File: config.mk
export PLATFORM = sky130hd
export DESIGN_NAME = ripple_count_sampler
export DESIGN_NICKNAME = d
export VERILOG_FILES = /design/src/rtl/ripple_count_sampler.sv
export SDC_FILE = /design/constraint.sdc
export NUM_CORES = 1
export LEC_CHECK = 0
export ABC_AREA = 1
export CAP_MARGIN = 20
export CELL_PAD_IN_SITES_DETAIL_PLACEMENT = 0
export CELL_PAD_IN_SITES_GLOBAL_PLACEMENT = 2
export CORE_MARGIN = 5
export CORE_UTILIZATION = 33
export CTS_BUF_LIST = sky130_fd_sc_hd__clkbuf_4 sky130_fd_sc_hd__clkbuf_8
export CTS_CLUSTER_DIAMETER = 150
export DETAILED_ROUTE_END_ITERATION = 8
export PLACE_DENSITY_LB_ADDON = 0.1
export SYNTH_ARGS = -nofsm -noshare
export SYNTH_HDL_FRONTEND = slang
export SYNTH_SLANG_ARGS = --single-unit
File: constraint.sdc
create_clock -name clk -period 3.2 [get_ports clk]
set_clock_uncertainty 0.1 [all_clocks]
set_input_delay 0.64 -clock clk [delete_from_list [all_inputs] [get_ports clk]]
set_output_delay 0.64 -clock clk [all_outputs]
set_load 0.05 [all_outputs]
File: src/rtl/ripple_count_sampler.sv
`default_nettype none
// ============================================================================
// Module   : ripple_count_sampler
// Brief    : Samples an async 4-bit ripple counter, filters ripple glitches,
//            extends it into a wide total and reports per-window event counts.
// Revision : 1.0 - initial release
// ============================================================================
module ripple_count_sampler #(
    parameter int SYNC_STAGES   = 2,
    parameter int STABLE_CYCLES = 2,
    parameter int WINDOW        = 256,
    parameter int EXT_W         = 16
) (
    input  logic             clk,
    input  logic             rst,
    input  logic             en,
    input  logic [3:0]       ripple_q,
    output logic [EXT_W-1:0] total,
    output logic             stable,
    output logic [EXT_W-1:0] meas_data,
    output logic             meas_valid,
    input  logic             meas_ready,
    output logic             overrun
);

    localparam int c_STAB_W = $clog2(STABLE_CYCLES + 1);
    localparam int c_WIN_W  = $clog2(WINDOW);

    localparam logic [c_STAB_W-1:0] c_STAB_MAX = c_STAB_W'(STABLE_CYCLES);
    localparam logic [c_WIN_W-1:0]  c_WIN_LAST = c_WIN_W'(WINDOW - 1);

    localparam logic [0:0] c_IDLE    = 1'b0;
    localparam logic [0:0] c_MEASURE = 1'b1;

    logic [3:0]          w_sync_q;
    logic [3:0]          r_cand;
    logic [3:0]          r_accepted;
    logic [c_STAB_W-1:0] r_stab_cnt;
    logic                w_accept;
    logic [3:0]          w_delta;
    logic [EXT_W-1:0]    w_delta_ext;

    logic [0:0]          r_state;
    logic [c_WIN_W-1:0]  r_win_cnt;
    logic [EXT_W-1:0]    r_win_acc;
    logic [EXT_W-1:0]    w_win_add;
    logic [EXT_W:0]      w_win_sum;
    logic [EXT_W-1:0]    w_win_next;
    logic                w_done;
    logic                w_hs;

    genvar gb;
    generate
        for (gb = 0; gb < 4; gb++) begin : g_sync_bit
            logic [SYNC_STAGES-1:0] r_chain;

            always_ff @(posedge clk) begin
                if (rst) begin
                    r_chain <= '0;
                end else begin
                    r_chain <= {r_chain[SYNC_STAGES-2:0], ripple_q[gb]};
                end
            end

            assign w_sync_q[gb] = r_chain[SYNC_STAGES-1];
        end
    endgenerate

    // An accept needs a candidate that has survived STABLE_CYCLES samples;
    // a one-cycle ripple transient restarts the run and is never accepted.
    assign w_accept    = (r_stab_cnt == c_STAB_MAX) && (r_cand != r_accepted);
    assign w_delta     = r_cand - r_accepted;
    assign w_delta_ext = {{(EXT_W-4){1'b0}}, w_delta};
    assign stable      = (w_sync_q == r_accepted);

    always_ff @(posedge clk) begin
        if (rst) begin
            r_cand     <= 4'h0;
            r_stab_cnt <= '0;
            r_accepted <= 4'h0;
        end else begin
            if (w_sync_q != r_cand) begin
                r_cand     <= w_sync_q;
                r_stab_cnt <= c_STAB_W'(1);
            end else if (r_stab_cnt != c_STAB_MAX) begin
                r_stab_cnt <= r_stab_cnt + c_STAB_W'(1);
            end
            if (w_accept) begin
                r_accepted <= r_cand;
            end
        end
    end

    always_ff @(posedge clk) begin
        if (rst) begin
            total <= '0;
        end else if (en && w_accept) begin
            total <= total + w_delta_ext;
        end
    end

    assign w_win_add  = w_accept ? w_delta_ext : '0;
    assign w_win_sum  = {1'b0, r_win_acc} + {1'b0, w_win_add};
    assign w_win_next = w_win_sum[EXT_W] ? '1 : w_win_sum[EXT_W-1:0];
    assign w_done     = (r_state == c_MEASURE) && en && (r_win_cnt == c_WIN_LAST);
    assign w_hs       = meas_valid && meas_ready;

    always_ff @(posedge clk) begin
        if (rst) begin
            r_state   <= c_IDLE;
            r_win_cnt <= '0;
            r_win_acc <= '0;
        end else begin
            case (r_state)
                c_IDLE: begin
                    r_win_cnt <= '0;
                    r_win_acc <= '0;
                    if (en) begin
                        r_state <= c_MEASURE;
                    end
                end
                c_MEASURE: begin
                    if (!en) begin
                        r_state   <= c_IDLE;
                        r_win_cnt <= '0;
                        r_win_acc <= '0;
                    end else if (r_win_cnt == c_WIN_LAST) begin
                        r_win_cnt <= '0;
                        r_win_acc <= '0;
                    end else begin
                        r_win_cnt <= r_win_cnt + 1'b1;
                        r_win_acc <= w_win_next;
                    end
                end
                default: begin
                    r_state <= c_IDLE;
                end
            endcase
        end
    end

    // One-deep result slot: a completion may reuse the slot only if it is
    // empty or being drained in the same cycle.
    always_ff @(posedge clk) begin
        if (rst) begin
            meas_data  <= '0;
            meas_valid <= 1'b0;
            overrun    <= 1'b0;
        end else if (w_done) begin
            if (!meas_valid || w_hs) begin
                meas_data  <= w_win_next;
                meas_valid <= 1'b1;
            end else begin
                overrun <= 1'b1;
            end
        end else if (w_hs) begin
            meas_valid <= 1'b0;
        end
    end

endmodule
`default_nettype wire

==> flow_metrics.tcl <==
# yosys + openroad results
set metrics [dict create \
    setup_viol 0 \
    status "completed" \
    hold_viol 0 \
    cts_buffer_depth 2 \
    place_inst 726 \
    tool_warnings 26 \
    syn-cell-area_mm2 0.00385 \
    diodes 0 \
    sh_seq_area 0.325 \
    power_density_mw_per_mm2 439 \
    cpPeakStageDelay_ns 0.87 \
    relSlewSlack 0.595 \
    reg_top3 "meas_data x16, r_win_acc x16, total x16" \
    place_area_mm2 0.00444 \
    dr_wl_met3_um 313 \
    startpoint "r_accepted[0]" \
    n_clock_buffer 9 \
    tightest_slew_ns 0.604 \
    simple_gate_area_frac 0.327 \
    crit_type "reg2out" \
    synth_area_per_cell_um2 7.07 \
    synthAoiAreaFrac 0.0876 \
    adder_share 0.0578 \
    xor_share 0.0341 \
    dieWidth_um 118 \
    place_congestion 0.824 \
    power.switching_uw 471 \
    logic_gates 379 \
    min_period_ns 2.92 \
    yosys-stat-cells 545 \
    syn_inst 545 \
    fp-row-count 39 \
    cts_buffers 9 \
]
**Gate families picked out**

Drawn at 4 px/um.
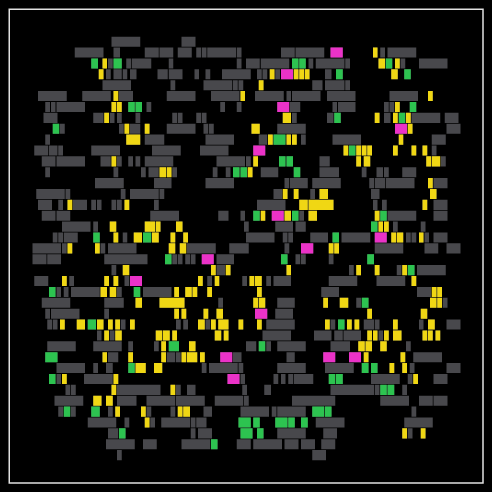
[yellow] nand cells | cells: 180
[magenta] xor and xnor cells | cells: 15
[green] aoi and oai cells | cells: 60 | where: spread over the die
Finished Layout Cells: 745
most used logic cell in the final layout: nand2_1

**Zoomed window**

Window x 44 to 74, y 68 to 98 um. Cells in gray, sequential cells in the stronger gray; small squares are vias.
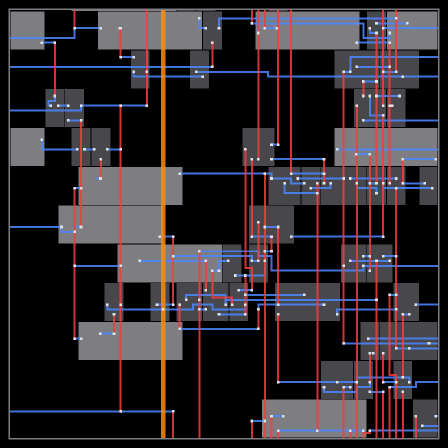
[red] M2
[orange] M4
[blue] M1
netlist names of flops here include: g_sync_bit.r_chain (3), r_accepted (3)
sequential cells in the window: 8
most frequent: nand2_1 (8), inv_1 (8), dfxtp_1 (8)
cells with their middle in the window: 45

**Metal 1**

Drawn at 3 px/um. Supply wires on this layer in gray.
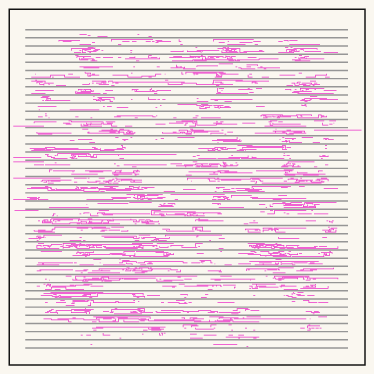
share of all routed wire: 46%
main direction: horizontal
met1 Track Usage GR: 0.177
Routed WL: 9810 um
Vias: 3448

**Track usage over the die**

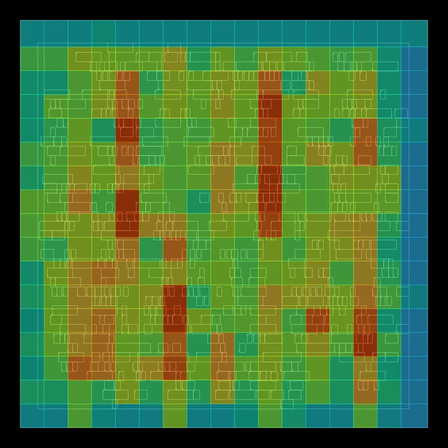
layer with the highest usage: met2
routed length per instance: 13.2 um
final core area utilization: 0.415
Total GRT Usage: 0.146

**Wiring by layer**

Drawn at 3 px/um. Two of the layers only.
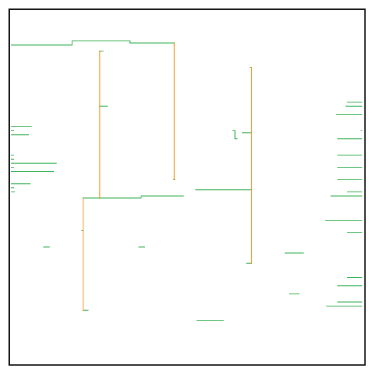
[green] M3 | wire length: 313 um
[orange] M4 | wire length: 197 um

